===== src/rtl/lock_pkg.sv =====
// Shared types and helpers for the serial code lock: FSM state encoding,
// MSB-first symbol extraction from a packed code, and a ceiling-log2.
package lock_pkg;

    typedef enum logic [1:0] {
        ENTRY    = 2'd0,
        UNLOCKED = 2'd1,
        LOCKOUT  = 2'd2
    } lock_state_t;

    // Upper bounds for the generic symbol selector; callers zero-extend into these.
    localparam int MAX_CODE_BITS = 256;
    localparam int MAX_SYM_BITS  = 32;

    function automatic int clog2(input int value);
        int r;
        r = 0;
        while ((32'd1 << r) < value) begin
            r = r + 1;
        end
        return r;
    endfunction

    function automatic logic [MAX_SYM_BITS-1:0] sym_sel(
        input logic [MAX_CODE_BITS-1:0] code,
        input int                       idx,
        input int                       sym_w,
        input int                       code_len
    );
        logic [MAX_CODE_BITS-1:0] shifted;
        logic [MAX_SYM_BITS-1:0]  sym;
        shifted = code >> ((code_len - 1 - idx) * sym_w);
        sym     = '0;
        for (int b = 0; b < MAX_SYM_BITS; b++) begin
            if (b < sym_w) begin
                sym[b] = shifted[b];
            end else begin
                sym[b] = 1'b0;
            end
        end
        return sym;
    endfunction

endpackage


===== src/rtl/lock_timer.sv =====
// Loadable down-counter shared by the unlock window and the lockout period.
module lock_timer #(
    parameter int W = 10
) (
    input  logic         clk,
    input  logic         reset,
    input  logic         load,
    input  logic [W-1:0] value,
    input  logic         en,
    output logic         zero
);

    logic [W-1:0] count_q;
    logic [W-1:0] count_d;

    // Load has priority; decrement saturates at zero.
    always_comb begin
        count_d = count_q;
        if (load) begin
            count_d = value;
        end else if (en && (count_q != '0)) begin
            count_d = count_q - {{(W-1){1'b0}}, 1'b1};
        end else begin
            count_d = count_q;
        end
    end

    // Counter register.
    always_ff @(posedge clk or posedge reset) begin
        if (reset) begin
            count_q <= '0;
        end else begin
            count_q <= count_d;
        end
    end

    assign zero = (count_q == '0);

endmodule


===== src/rtl/serial_code_lock.sv =====
// Serial keyed code lock: sticky-mismatch symbol comparator, failed-attempt
// counting with timed lockout, timed unlock window and code reprogramming.
module serial_code_lock
    import lock_pkg::*;
#(
    parameter int                               CODE_LEN       = 4,
    parameter int                               SYMBOL_W       = 4,
    parameter logic [CODE_LEN*SYMBOL_W-1:0]     DEFAULT_CODE   = 16'h1234,
    parameter int                               MAX_TRIES      = 3,
    parameter int                               LOCKOUT_CYCLES = 1000,
    parameter int                               UNLOCK_CYCLES  = 500
) (
    input  logic                                clk,
    input  logic                                reset,
    input  logic                                key_valid,
    input  logic [SYMBOL_W-1:0]                 key_sym,
    input  logic                                abort,
    input  logic                                code_wr,
    input  logic [CODE_LEN*SYMBOL_W-1:0]        code_in,
    output logic                                unlocked,
    output logic                                lockout,
    output logic                                match_pulse,
    output logic                                fail_pulse,
    output logic [clog2(CODE_LEN+1)-1:0]        sym_count,
    output logic [clog2(MAX_TRIES+1)-1:0]       fail_count
);

    localparam int CODE_W = CODE_LEN * SYMBOL_W;
    localparam int SCW    = clog2(CODE_LEN + 1);
    localparam int FCW    = clog2(MAX_TRIES + 1);
    localparam int TMAX   = (LOCKOUT_CYCLES > UNLOCK_CYCLES) ? LOCKOUT_CYCLES : UNLOCK_CYCLES;
    localparam int TW     = (clog2(TMAX) < 1) ? 1 : clog2(TMAX);

    localparam logic [SCW-1:0] LAST_SYM   = SCW'(CODE_LEN - 1);
    localparam logic [FCW-1:0] TRIES_MAX  = FCW'(MAX_TRIES);
    localparam logic [TW-1:0]  UNLOCK_LD  = TW'(UNLOCK_CYCLES - 1);
    localparam logic [TW-1:0]  LOCKOUT_LD = TW'(LOCKOUT_CYCLES - 1);

    lock_state_t         state_q, state_d;
    logic [CODE_W-1:0]   code_q, code_d;
    logic [SCW-1:0]      sym_count_q, sym_count_d;
    logic [FCW-1:0]      fail_count_q, fail_count_d;
    logic                mis_q, mis_d;
    logic                match_q, match_d;
    logic                fail_q, fail_d;
    logic                unlocked_q, lockout_q;

    logic                          tmr_load;
    logic [TW-1:0]                 tmr_value;
    logic                          tmr_en;
    logic                          tmr_zero;
    logic [MAX_SYM_BITS-1:0]       exp_sym;
    logic                          sym_neq;

    lock_timer #(.W(TW)) u_timer (
        .clk   (clk),
        .reset (reset),
        .load  (tmr_load),
        .value (tmr_value),
        .en    (tmr_en),
        .zero  (tmr_zero)
    );

    assign exp_sym = sym_sel(MAX_CODE_BITS'(code_q), int'(sym_count_q), SYMBOL_W, CODE_LEN);
    assign sym_neq = (exp_sym != MAX_SYM_BITS'(key_sym));

    // Next-state, comparator bookkeeping and timer control.
    always_comb begin
        state_d      = state_q;
        code_d       = code_q;
        sym_count_d  = sym_count_q;
        fail_count_d = fail_count_q;
        mis_d        = mis_q;
        match_d      = 1'b0;
        fail_d       = 1'b0;
        tmr_load     = 1'b0;
        tmr_value    = '0;
        tmr_en       = 1'b0;
        case (state_q)
            ENTRY: begin
                if (abort) begin
                    sym_count_d = '0;
                    mis_d       = 1'b0;
                end else if (key_valid && (sym_count_q == LAST_SYM)) begin
                    sym_count_d = '0;
                    mis_d       = 1'b0;
                    if (!mis_q && !sym_neq) begin
                        match_d      = 1'b1;
                        fail_count_d = '0;
                        state_d      = UNLOCKED;
                        tmr_load     = 1'b1;
                        tmr_value    = UNLOCK_LD;
                    end else if ((fail_count_q + FCW'(1)) == TRIES_MAX) begin
                        fail_d       = 1'b1;
                        fail_count_d = '0;
                        state_d      = LOCKOUT;
                        tmr_load     = 1'b1;
                        tmr_value    = LOCKOUT_LD;
                    end else begin
                        fail_d       = 1'b1;
                        fail_count_d = fail_count_q + FCW'(1);
                    end
                end else if (key_valid) begin
                    sym_count_d = sym_count_q + SCW'(1);
                    mis_d       = mis_q | sym_neq;
                end else begin
                    sym_count_d = sym_count_q;
                end
            end
            UNLOCKED: begin
                // A write always extends the window, even on the expiry edge.
                if (code_wr) begin
                    code_d    = code_in;
                    tmr_load  = 1'b1;
                    tmr_value = UNLOCK_LD;
                end else if (tmr_zero) begin
                    state_d = ENTRY;
                end else begin
                    tmr_en = 1'b1;
                end
            end
            LOCKOUT: begin
                if (tmr_zero) begin
                    state_d     = ENTRY;
                    sym_count_d = '0;
                end else begin
                    tmr_en = 1'b1;
                end
            end
            default: begin
                state_d     = ENTRY;
                sym_count_d = '0;
                mis_d       = 1'b0;
            end
        endcase
    end

    // State, code, counters and registered outputs.
    always_ff @(posedge clk or posedge reset) begin
        if (reset) begin
            state_q      <= ENTRY;
            code_q       <= DEFAULT_CODE;
            sym_count_q  <= '0;
            fail_count_q <= '0;
            mis_q        <= 1'b0;
            match_q      <= 1'b0;
            fail_q       <= 1'b0;
            unlocked_q   <= 1'b0;
            lockout_q    <= 1'b0;
        end else begin
            state_q      <= state_d;
            code_q       <= code_d;
            sym_count_q  <= sym_count_d;
            fail_count_q <= fail_count_d;
            mis_q        <= mis_d;
            match_q      <= match_d;
            fail_q       <= fail_d;
            unlocked_q   <= (state_d == UNLOCKED);
            lockout_q    <= (state_d == LOCKOUT);
        end
    end

    assign unlocked    = unlocked_q;
    assign lockout     = lockout_q;
    assign match_pulse = match_q;
    assign fail_pulse  = fail_q;
    assign sym_count   = sym_count_q;
    assign fail_count  = fail_count_q;

endmodule

===== config.mk =====
export PLATFORM = sky130hd
export DESIGN_NAME = serial_code_lock
export DESIGN_NICKNAME = d
export VERILOG_FILES = /design/src/rtl/lock_pkg.sv /design/src/rtl/lock_timer.sv /design/src/rtl/serial_code_lock.sv
export SDC_FILE = /design/constraint.sdc
export NUM_CORES = 1
export LEC_CHECK = 0
export CORE_MARGIN = 3
export CORE_UTILIZATION = 50
export CTS_CLUSTER_SIZE = 20
export DETAILED_ROUTE_END_ITERATION = 7
export PLACE_DENSITY = 0.75
export SYNTH_ARGS = -nofsm -noshare
export SYNTH_HDL_FRONTEND = slang
export SYNTH_SLANG_ARGS = --single-unit
export TNS_END_PERCENT = 20

===== constraint.sdc =====
create_clock -name clk -period 3.44 [get_ports clk]
set_clock_uncertainty 0.1 [all_clocks]
set_input_delay 0.344 -clock clk [delete_from_list [all_inputs] [get_ports clk]]
set_output_delay 0.344 -clock clk [all_outputs]
set_load 0.02 [all_outputs]

### Floorplan with the power grid, run 1

The bar under the picture is 20 um long. Pins as bars on the die edge. Tap cells in grey.
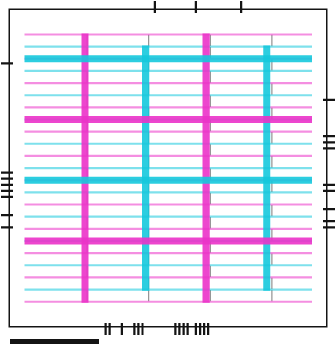
Key: cyan = VDD; magenta = VSS
The core has 22 rows. 4 straps on met4. 48 tap cells.
Core Region: 0.00385 mm2
Die H: 70.8 um
Worst VDD drop: 0.359 mV
Die X: 70.8 um

### Placed cells, one colour a class, run 1

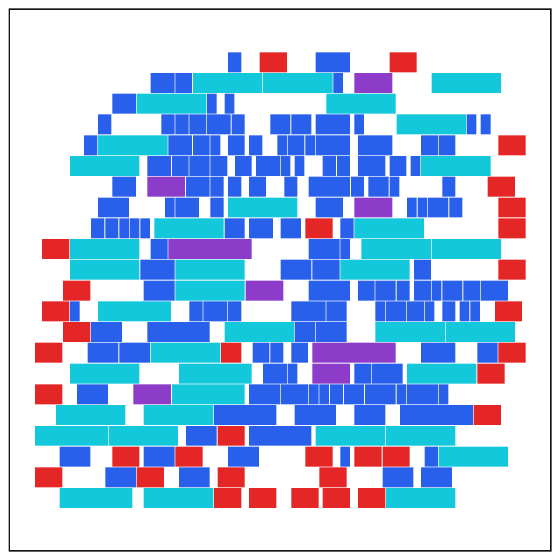
Key: purple = clock drivers and dummy loads [cells 8, share of their area 5.6%]; red = other buffers and delay cells [cells 34, share of their area 13%]; cyan = flops [cells 38, share of their area 37%]; blue = all other logic [cells 146, share of their area 44%]
# rows: 22
Final Cell Area: 0.00261 mm2
proportion of cell area occupied by registers: 0.366
Layout Utilization: 0.678

==> run_results.csv, run 1 <==
group,metric,value,unit
status,status,"complete, no violations",
detailed_routing,via_count,1643,
floorplanning,io_pins,34,
cts,clk_pin_slew,0.08,ns
flow_run,warnings,29,
cts,cts_hold_buf,0,
detailed_routing,routed_wl,4620,um
logic_synthesis,synth-edff-count,0,
setup_path,startpoint,"sym_count[1]",
timing,whs,0.372,ns
logic_synthesis,synth_area_per_cell,11.2,um2
cells_and_area,diodes,0,
timing,fin_crit,2.46,ns
setup_path,cp_cell_sequence,"mux4_2, a221oi_2, o21bai_2, a2111o_2, inv_2, nor4b_2",
power_and_ir_drop,pwr-share-seq,0.430,
logic_synthesis,top_area_frac,0.394,
logic_synthesis,fp_nets,219,
cells_and_area,syn_to_final_growth,24.6,%
placement,dp.cells,266,
logic_synthesis,ys_ff,38,
timing,final-setup-viol-count,0,
cts,clockRootBuffer,"clkbuf_8",
setup_path,slowest_stage,"mux4_2",
setup_path,path_delay_family,"AND-OR/OR-AND gates",
timing,fin_setup_tns,0,ns
timing,fin_crit_sh,0.716,
flow_run,drv_cap,0,
setup_path,r2r-end,"lockout",
cts,cts.path.max_buffers,2,
logic_synthesis,synthArstFlopShare,1.00,
grt,overflow,0,
cts,ctsResizeCount,0,
setup_path,critPathLaunchType,"register",
power_and_ir_drop,cellLeakagePower,1.16,nW
### Clock wires, drivers and flops, run 1

The bar under the picture is 20 um long.
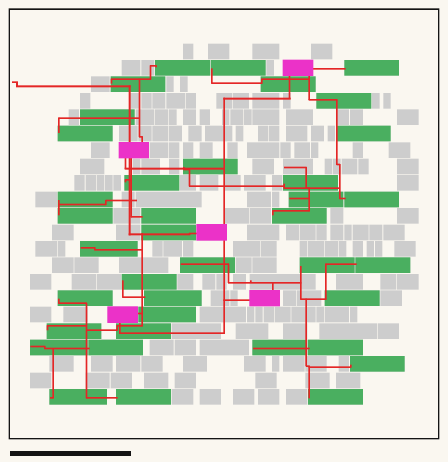
Key: red = clock wires [length 508 um]; green = flip-flops [count 38]; magenta = cells driving clock nets [count 5]
Position of the flops: spread over the die.
Latency at later pin: 0.30 ns
power share of the clock group: 0.320
Clock group: 474 uW

[run 1: power groups by stage]
| stage | sequential [mW] | clock (mW) | combinational, mW |
|---|---|---|---|
| 2_1_floorplan | 0.628 | 0 | 0.265 |
| 3_3_place_gp | 0.637 | 0 | 0.353 |
| 3_5_place_dp | 0.644 | 0 | 0.368 |
| 4_1_cts | 0.637 | 0.479 | 0.371 |
| 5_1_grt | 0.651 | 0.504 | 0.409 |
| 6_report | 0.637 | 0.474 | 0.371 |
[run 1: sequential cells by signal, indices dropped and copies added, names as in the netlist]
| name | cells |
|---|---|
| code_q | 16 |
| fail_count | 2 |
| fail_pulse | 1 |
| lockout | 1 |
| match_pulse | 1 |
| mis_q | 1 |
| state_q | 2 |
| sym_count | 3 |
| u_timer.count_q | 10 |
| unlocked | 1 |
[run 1: layout make-up]
class | instances | area [um2] | share of cell area
Multi-Input combinational cell | 135 | 1070 | 0.411
Sequential cell | 38 | 957 | 0.366
Timing Repair Buffer | 34 | 338 | 0.129
Clock buffer | 6 | 82.6 | 0.0316
Clock inverter | 2 | 60.1 | 0.0230
Tap cell | 48 | 60.1 | 0.0230
Inverter | 11 | 41.3 | 0.0158
[run 1: metrics by stage]
stage | instance area (um2) | power (mW)
after floorplan | 2100 | 0.893
after global placement | 2470 | 0.990
after detailed placement | 2470 | 1.01
after CTS | 2610 | 1.49
after global routing | 2610 | 1.56
final | 2610 | 1.48
[run 1: worst min path at each step]
stage	from	endpoint
final	reset	code_q[14]
after CTS	reset	code_q[6]
after detailed placement	code_q[6]	code_q[6]
after global placement	code_q[13]	code_q[13]
after floorplan	mis_q	mis_q
after global routing	reset	code_q[6]
[run 1: logic make-up after synthesis]
kind of cell,after synthesis,share of synthesized area
mux,24,0.152
compound gates,38,0.137
buf+inv,15,0.0310
simple gates,60,0.159
xor+xnor,7,0.0292
fa+ha+maj,6,0.0358
flops,38,0.456
[run 1: worst reg2reg max path, stage by stage (launching register included)]
cell	delay, ns
dfrtp_1	0.57
mux4_2	0.58
a221oi_2	0.24
o21bai_2	0.13
a2111o_2	0.54
inv_2	0.13
nor4b_2	0.06
[run 1: layout by cell type, fill, tap and decap left out, drive strengths merged, types with 3 or more instances in the layout]
master	count
o21a	3
nor4	4
xnor2	5
o211ai	3
nand4	3
mux2	19
o21ai	10
a2111o	3
nor2	11
mux4	4
nor2b	4
a21oi	6
ha	6
inv	11
nand3	8
dfstp	5
dfrtp	33
nand2	10
clkdlybuf4s50	33
nor3	3
clkbuf	6
[run 1: metal layers]
layer	global-route usage	vias up	wire, um	share of wire
li1	-	772	-	-
met3	0.0483	11	217	0.047
met4	0.0814	0	102	0.022
met1	0.266	807	2060	0.45
met2	0.329	53	2240	0.49
met5	0	-	0	0
### Clock nets, run 1

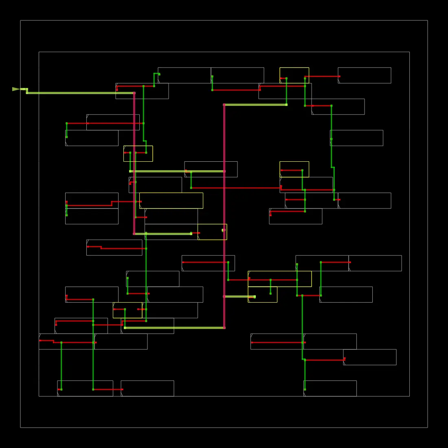

==> run 2: changes to the inputs <==
==> constraint.sdc (replaced) <==
create_clock -name clk -period 2.4 [get_ports clk]
set_clock_uncertainty 0.1 [all_clocks]
set_input_delay 0.24 -clock clk [delete_from_list [all_inputs] [get_ports clk]]
set_output_delay 0.24 -clock clk [all_outputs]
set_load 0.02 [all_outputs]
### Clock nets, run 2

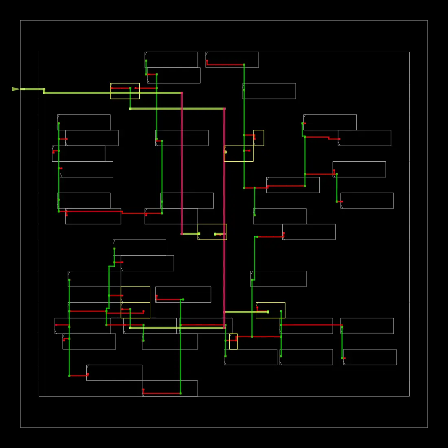
Latency at later pin: 0.29 ns
clock buf count: 7
Clock group: 449 uW
num sequential: 38

### Signal wires by layer, run 2

The bar under the picture is 20 um long. Only two layers are drawn.
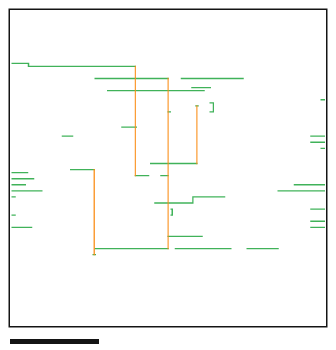
Key: orange = met4 [wire length 94.5 um]; green = met3 [wire length 233 um]
via count: 1656
DR WL/cell: 16.7 um
routed wire length: 4710 um
Overall Global Routing Usage: 0.206

==> run_results.csv, run 2 <==
group,metric,value,unit
cells_and_area,syn_to_final_growth,26.4,%
cells_and_area,fin_area,0.00265,mm2
grt,overflow,0,
flow_run,warnings,29,
setup_path,r2r-end,"u_timer.count_q[8]",
logic_synthesis,synth_area_per_cell,11.2,um2
timing,fin_crit_sh,0.962,
logic_synthesis,ys_ff,38,
floorplanning,rows,22,
logic_synthesis,fp_nets,219,
floorplanning,die_h,70.8,um
logic_synthesis,synthArstFlopShare,1.00,
cells_and_area,layout_top_cell,"clkdlybuf4s50_1",
power_and_ir_drop,worst_ir_drop_vdd,0.587,mV
flow_run,drv_cap,0,
setup_path,startpoint,"sym_count[1]",
cts,cts.path.max_buffers,2,
setup_path,path_delay_family,"AND-OR/OR-AND gates",
status,status,"complete, no violations",
logic_synthesis,top_area_frac,0.394,
cells_and_area,largest_register_ffs,16,
floorplanning,die_width,70.8,um
logic_synthesis,synth-edff-count,0,
floorplanning,io_pins,34,
setup_path,cp_cell_sequence,"mux4_2, a221oi_2, o21bai_2, a2111o_2, buf_12, nand3_1",
timing,final-setup-viol-count,0,
cells_and_area,diodes,0,
cells_and_area,layout_top_cells,"clkdlybuf4s50_1, dfrtp_1, mux2_2, nor2_1",
cts,cts_hold_buf,0,
==> run 2: logic make-up after synthesis <==
group                      after synthesis  share of synthesized area
AOI/OAI and AO/OA                       38                      0.137
xor gates and xnor gates                 7                     0.0292
DFF                                     38                      0.456
buffers and inverters                   15                     0.0310
muxes                                   24                      0.152
adders and majority gates                6                     0.0358
and+or+nand+nor                         60                      0.159
==> run 2: worst min-delay path by stage <==
stage | from | slack, ns | cells past startpoint | endpoint
2_1_floorplan | code_in[0] | 0.29 | 1 | code_q[0]
3_3_place_gp | code_q[10] | 0.39 | 1 | code_q[10]
3_5_place_dp | code_q[13] | 0.39 | 1 | code_q[13]
4_1_cts | reset | 0.26 | 3 | sym_count[1]
5_1_grt | reset | 0.30 | 3 | code_q[13]
6_report | reset | 0.25 | 3 | sym_count[1]
==> run 2: repair_timing <==
action / CTS / global route
buffers inserted: 0 / 1
endpoints found under the setup margin: 0 / 6
gates resized: 0 / 4
==> run 2: final cells by class <==
class,count,area [um2]
inverters,11,41.3
multi-input cells,135,1090
clock buffers,7,86.3
flip-flops and latches,38,960
clock inverters,1,5.00
repair buffers,42,410
well taps,48,60.1
fillers,289,1200
==> run 2: metrics by stage <==
stage | utilization | total power, mW | setup slack (ns) | hold WS (ns) | instances
2_1_floorplan | - | 1.28 | 0.0647 | 0.291 | 188
3_3_place_gp | 0.655 | 1.44 | 0.130 | 0.395 | 273
3_5_place_dp | 0.655 | 1.47 | 0.0300 | 0.394 | 273
4_1_cts | 0.679 | 1.92 | 0.0114 | 0.264 | 281
5_1_grt | 0.688 | 2.05 | 0.00638 | 0.305 | 282
6_report | 0.688 | 1.92 | 0.0912 | 0.252 | 282
==> run 2: metal layers <==
layer | GRT usage | part of all wire
met1 | 0.253 | 0.43
met2 | 0.341 | 0.50
met3 | 0.0568 | 0.049
met4 | 0.0898 | 0.020
met5 | 0 | 0
==> run 2: report_power, final <==
part	switching, mW	internal (mW)
Clock	0.218	0.232
Sequential	0.129	0.790
Combinational	0.251	0.306
Total	0.597	1.33
==> run 2: worst register-to-register path: stages (launching register included) <==
cell      delay [ns]
dfrtp_2         0.46
mux4_2          0.56
a221oi_2        0.23
o21bai_2        0.13
a2111o_2        0.55
buf_12          0.15
nand3_1         0.06
==> run 3: changes to the inputs <==
--- a/config.mk
+++ b/config.mk
@@ -5,6 +5,7 @@
 export SDC_FILE = /design/constraint.sdc
 export NUM_CORES = 1
 export LEC_CHECK = 0
+export CAP_MARGIN = 20
 export CORE_MARGIN = 3
 export CORE_UTILIZATION = 50
 export CTS_CLUSTER_SIZE = 20
### Clock wires, drivers and flops, run 3

The bar under the picture is 20 um long.
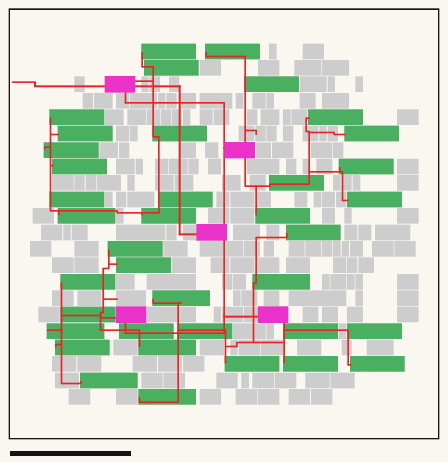
Key: red = clock wires [length 466 um]; magenta = cells driving clock nets [count 5]; green = flip-flops [count 38]
There are 6 routed clock nets.
power share of the clock group: 0.233

### Placed cells, one colour a class, run 3

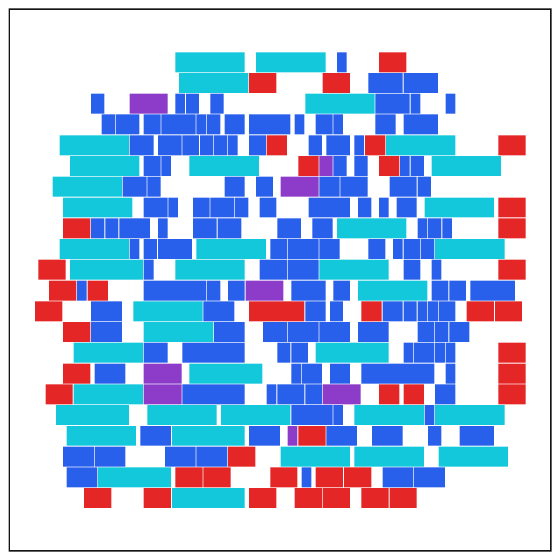
Key: blue = all other logic [cells 146, share of their area 44%]; purple = clock drivers and dummy loads [cells 8, share of their area 3.5%]; red = other buffers and delay cells [cells 42, share of their area 16%]; cyan = flops [cells 38, share of their area 37%]
proportion of cell area occupied by registers: 0.362
Layout Utilization: 0.688
Final Cell Area: 0.00265 mm2

==> run_results.csv, run 3 <==
group,metric,value,unit
status,status,"complete, no violations",
logic_synthesis,top_area_frac,0.394,
timing,worst_slack,0.0912,ns
setup_path,cp_cell_sequence,"mux4_2, a221oi_2, o21bai_2, a2111o_2, buf_12, nand3_1",
grt,overflow,0,
setup_path,path_delay_family,"AND-OR/OR-AND gates",
setup_path,slowest_delay,0.56,ns
floorplanning,dieArea,0.00501,mm2
placement,dp.cells,273,
flow_run,warnings,29,
floorplanning,die_width,70.8,um
cells_and_area,drive_gt1_frac,0.239,
floorplanning,coreArea,0.00385,mm2
flow_run,drv_cap,0,
logic_synthesis,synth_area_per_cell,11.2,um2
worst_hold_path,hp-class,"primary input to asynchronous set/reset pin",
cells_and_area,layout_top_cell,"clkdlybuf4s50_1",
timing,whs,0.252,ns
power_and_ir_drop,worst_ir_drop_vdd,0.587,mV
floorplanning,rows,22,
logic_synthesis,synthMostInstantiatedCell,"dfrtp_1",
floorplanning,die_h,70.8,um
timing,fin_crit_sh,0.962,
timing,fin_crit,2.31,ns
detailed_routing,wl_per_cell,16.7,um
logic_synthesis,synthArstFlopShare,1.00,
power_and_ir_drop,cellLeakagePower,1.18,nW
timing,final-setup-viol-count,0,
logic_synthesis,ys_ff,38,
logic_synthesis,synth-edff-count,0,
floorplanning,io_pins,34,
cells_and_area,finalNonFillerCells,282,
cells_and_area,syn_to_final_growth,26.4,%
cts,clockRootBuffer,"clkbuf_8",
placement,pre_cts_ws,0.0300,ns
timing,timing.fmax,0.433,GHz
cells_and_area,layout_top_cells,"clkdlybuf4s50_1, dfrtp_1, mux2_2, nor2_1",
detailed_routing,via_count,1656,
## run 3: repair_timing
| action | in CTS | in global routing |
|---|---|---|
| setup endpoints to repair | 0 | 6 |
| hold buffers | 0 | 0 |
| gates resized | 0 | 4 |
| setup buffers | 0 | 1 |
## run 3: worst paths after layout
path	start	to	slack, ns	depth (start not counted)
worst max-delay path	sym_count[1]	u_timer.count_q[8]	0.09	6
worst min-delay path	reset	sym_count[1]	0.25	3
worst max register to register	sym_count[1]	u_timer.count_q[8]	0.09	6
worst min register to register	code_q[14]	code_q[14]	0.41	1
max in group asynchronous	reset	code_q[9]	1.59	3
min in group clk	code_q[14]	code_q[14]	0.41	1
## run 3: power by group
part | leakage [nW] | switching (mW) | internal, mW | total [mW]
sequential | 0.484 | 0.129 | 0.790 | 0.918
combinational | 0.644 | 0.251 | 0.306 | 0.557
clock | 0.0482 | 0.218 | 0.232 | 0.449
## run 3: cell families (layout without fill, tap and decap cells)
family | Yosys count | after routing | share of synthesized area
compound gates | 38 | 38 | 0.137
fa+ha+maj | 6 | 6 | 0.0358
mux | 24 | 24 | 0.152
xor+xnor | 7 | 7 | 0.0292
simple gates | 60 | 60 | 0.159
buf+inv | 15 | 61 | 0.0310
flops | 38 | 38 | 0.456
## run 3: final cells by class
class | instances | area [um2]
repair buffers | 42 | 410
fillers | 289 | 1200
clock inverters | 1 | 5.00
flip-flops and latches | 38 | 960
inverters | 11 | 41.3
clock buffers | 7 | 86.3
multi-input cells | 135 | 1090
well taps | 48 | 60.1
## run 3: layer usage
metal	GRT usage	share of wire	routed length, um
met5	0	0	0
met4	0.0898	0.020	94
met3	0.0568	0.049	233
met2	0.341	0.50	2360
met1	0.253	0.43	2020
## run 3: worst register-to-register path, delay by kind of cell, from the launching register on
| kind | cells | cell delay [ns] |
|---|---|---|
| multiplexers | 1 | 0.56 |
| buffers and inverters | 1 | 0.15 |
| flip-flops | 1 | 0.46 |
| AND/OR/NAND/NOR | 1 | 0.06 |
| AND-OR/OR-AND | 3 | 0.91 |
## run 3: through the flow
step,power (mW),cell area (um2)
global route,2.05,2650
CTS,1.92,2620
floorplan,1.28,2100
global placement,1.44,2520
detailed placement,1.47,2520
finish,1.92,2650
Power and IR drop assume default switching activity.
